Fig. 1: clock nets
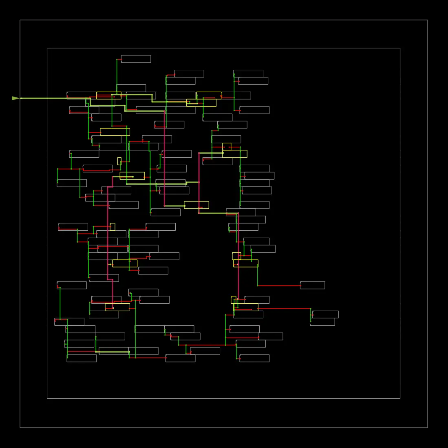
Fig. 2: cell classes on the final placement
Scale bar: 50 µm. Fill, decap, tap and diode cells in grey.
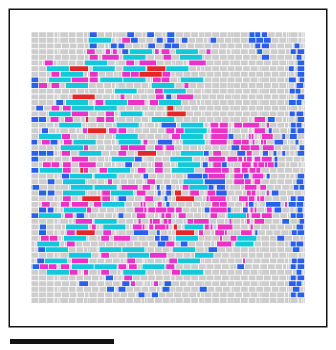
Fig. 3: gate-type map
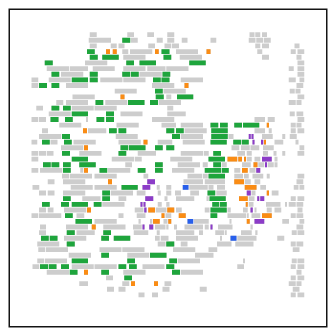
==> config.mk <==
export PLATFORM = sky130hd
export DESIGN_NAME = writeback_queue
export DESIGN_NICKNAME = d
export VERILOG_FILES = /design/src/rtl/writeback_queue.sv
export SDC_FILE = /design/constraint.sdc
export NUM_CORES = 1
export LEC_CHECK = 0
export CAP_MARGIN = 20
export CORE_MARGIN = 10
export CORE_UTILIZATION = 30
export CTS_CLUSTER_DIAMETER = 80
export DETAILED_ROUTE_END_ITERATION = 12
export GPL_TIMING_DRIVEN = 0
export HOLD_SLACK_MARGIN = 0.08
export PLACE_DENSITY = 0.52
export RECOVER_POWER = 100
export SLEW_MARGIN = 0
export SYNTH_ARGS = -nofsm -noshare
export SYNTH_HDL_FRONTEND = slang
export SYNTH_SLANG_ARGS = --single-unit
==> constraint.sdc <==
create_clock -name Clock -period 2.65 [get_ports Clock]
set_input_delay 0.53 -clock Clock [delete_from_list [all_inputs] [get_ports Clock]]
set_output_delay 0.53 -clock Clock [all_outputs]
set_load 0.005 [all_outputs]
==> results.py <==
# Physical implementation metrics
metrics = {
    "cts": {
        "holdBufCountCts": 0,
        "h-tree-depth": 3,
        "cts_tree": "yes",
        "clkSlewWorstSetupHoldPaths_ps": 60,
        "clock_latency_ps": 350,
    },
    "floorplanning": {
        "io_pins": 145,
        "chipArea_um2": 23080,
        "die_width_um": 151.9,
        "core_util_floorplan": 0.3039,
    },
    "sta": {
        "slew_viol_final": 0,
        "finalSetupViolCount": 1,
        "finalHoldViolations": 0,
        "worst_slack_ps": -5.450,
    },
    "flow_run": {
        "warning_count": 38,
    },
    "cells_and_area": {
        "layout_top_cells": "mux2_2 (78), edfxtp_1 (76), buf_4 (46), clkdlybuf4s50_1 (43), dlygate4sd3_1 (36)",
        "drive_gt1_frac": 0.4651,
        "fin_util": 0.4182,
        "nNetsFinal": 587,
    },
    "worst_setup_path": {
        "required_ps": 2120,
        "reg2reg_slack_ps": 110,
        "start_kind": "flop",
        "arrival_ps": 2130,
        "crit_path_max_incr_delay_ps": 530,
        "worstPathCellList": "buf_12, mux4_2, buf_6, nor2b_4, a22oi_2, o221ai_1, buf_2",
        "critical_path_class": "reg2out",
        "r2r_cells": 6,
        "slowest_stage": "mux4_2",
        "crit_buf_inv": 3,
    },
    "drt": {
        "routedWlPerCell_um": 20.00,
        "viasPerCell": 4.798,
    },
    "global_routing": {
        "grt_pass1_wl_um": 22800,
        "antenna_found_initial": 2,
    },
    "yosys": {
        "ff_type": "edfxtp_1",
        "ys.flops": 83,
        "ys_cells": 360,
        "synth_area_um2": 5220,
        "synth-warning-count": 0,
    },
    "worst_hold_path": {
        "hold_class": "in2async",
    },
    "pwr": {
        "p_per_area_nw_per_um2": 1146,
        "ir_worst_vdd_v": 0.0003862,
        "leakagePower_nw": 2.719,
    },
    "outcome": {
        "status": "complete, but fails checks",
        "violations": "setup timing",
    },
    "place": {
        "port_buffers": 106,
        "hpwl_um": 10120,
    },
}
Back to the opening pictures, Fig. 1:
Power Clock: 0.00134 W
Clock Skew: 13.01 ps
Inserted Clock Buffers: 9
CLK BUF: 10

Back to the opening pictures, Fig. 2:
- blue: other buffers and delay cells (cells 176; share of their area 24%)
- magenta: combinational and other logic (cells 226; share of their area 36%)
- cyan: flops (cells 83; share of their area 36%)
- red: clock drivers and dummy loads (cells 16; share of their area 4.6%)
row count: 48
design area: 7183 µm²

Back to the opening pictures, Fig. 3:
- green: multiplexers (cells 113)
- blue: XOR/XNOR gates (cells 3)
- orange: NOR gates (cells 36)
- purple: NAND gates (cells 21)
Comb/total area: 0.3395
most numerous logic cell after layout: mux2_2
Final Non-Filler Cells: 728

[synth_stat cells, types with 7 or more instances]
cell type  count  area [µm²]
buf_4         34       255.2
buf_6         11       123.9
dfrtp_1        7       175.2
edfxtp_1      76        2282
ha_1           8       100.1
inv_1         11       41.29
mux2_2        78       878.3
mux4_2        24       540.5
nand2_1       16       60.06
nor2b_1       21       131.4
o221ai_1       8       70.07
[power breakdown]
part           switching (W)  leakage (nW)  internal, W
logic                0.00226          1.79      0.00248
clock network       0.000518         0.157     0.000827
registers           0.000189         0.776      0.00195
total                0.00297          2.72      0.00526
[stage by stage]
stage                     setup slack, ps  TNS (ps)
after floorplan                     299.7         0
after global placement             -521.5    -37240
after detailed placement           -536.8    -30450
after CTS                          -28.39    -85.72
after global routing               -76.04     -2213
final                              -5.450    -5.450
[logic make-up after synthesis]
group,Yosys count
muxes,113
AOI/OAI and AO/OA,21
and+or+nand+nor,66
DFF,83
buffers and inverters,63
xor gates and xnor gates,3
adders and majority gates,11
[layout make-up]
| cell class | instances | area (µm²) |
|---|---|---|
| clock inverter | 6 | 87.58 |
| sequential | 83 | 2460 |
| tap | 225 | 281.5 |
| timing repair buffer | 126 | 1220 |
| inverter | 12 | 45.04 |
| buffer | 50 | 416.7 |
| fill | 1594 | 9993 |
| multi-input combinational | 214 | 2439 |
| clock buffer | 10 | 229.0 |
| antenna | 2 | 5.005 |
[what timing repair did]
action | 4_1_cts | 5_1_grt
endpoints found under the setup margin | 101 | 53
buffers inserted | 16 | 2
pin swaps | 4 | 5
resized | 95 | 26
gates cloned | 1 | 0
[metal layers]
layer / share of wire / GRT usage / vias up
met1: 0.44 / 0.1549 / 1719
met3: 0.069 / 0.04064 / 15
met4: 0.013 / 0.03714 / 0
li1: - / - / 1623
met5: 0 / 0 / -
met2: 0.48 / 0.2032 / 136
Power and IR drop assume default switching activity.
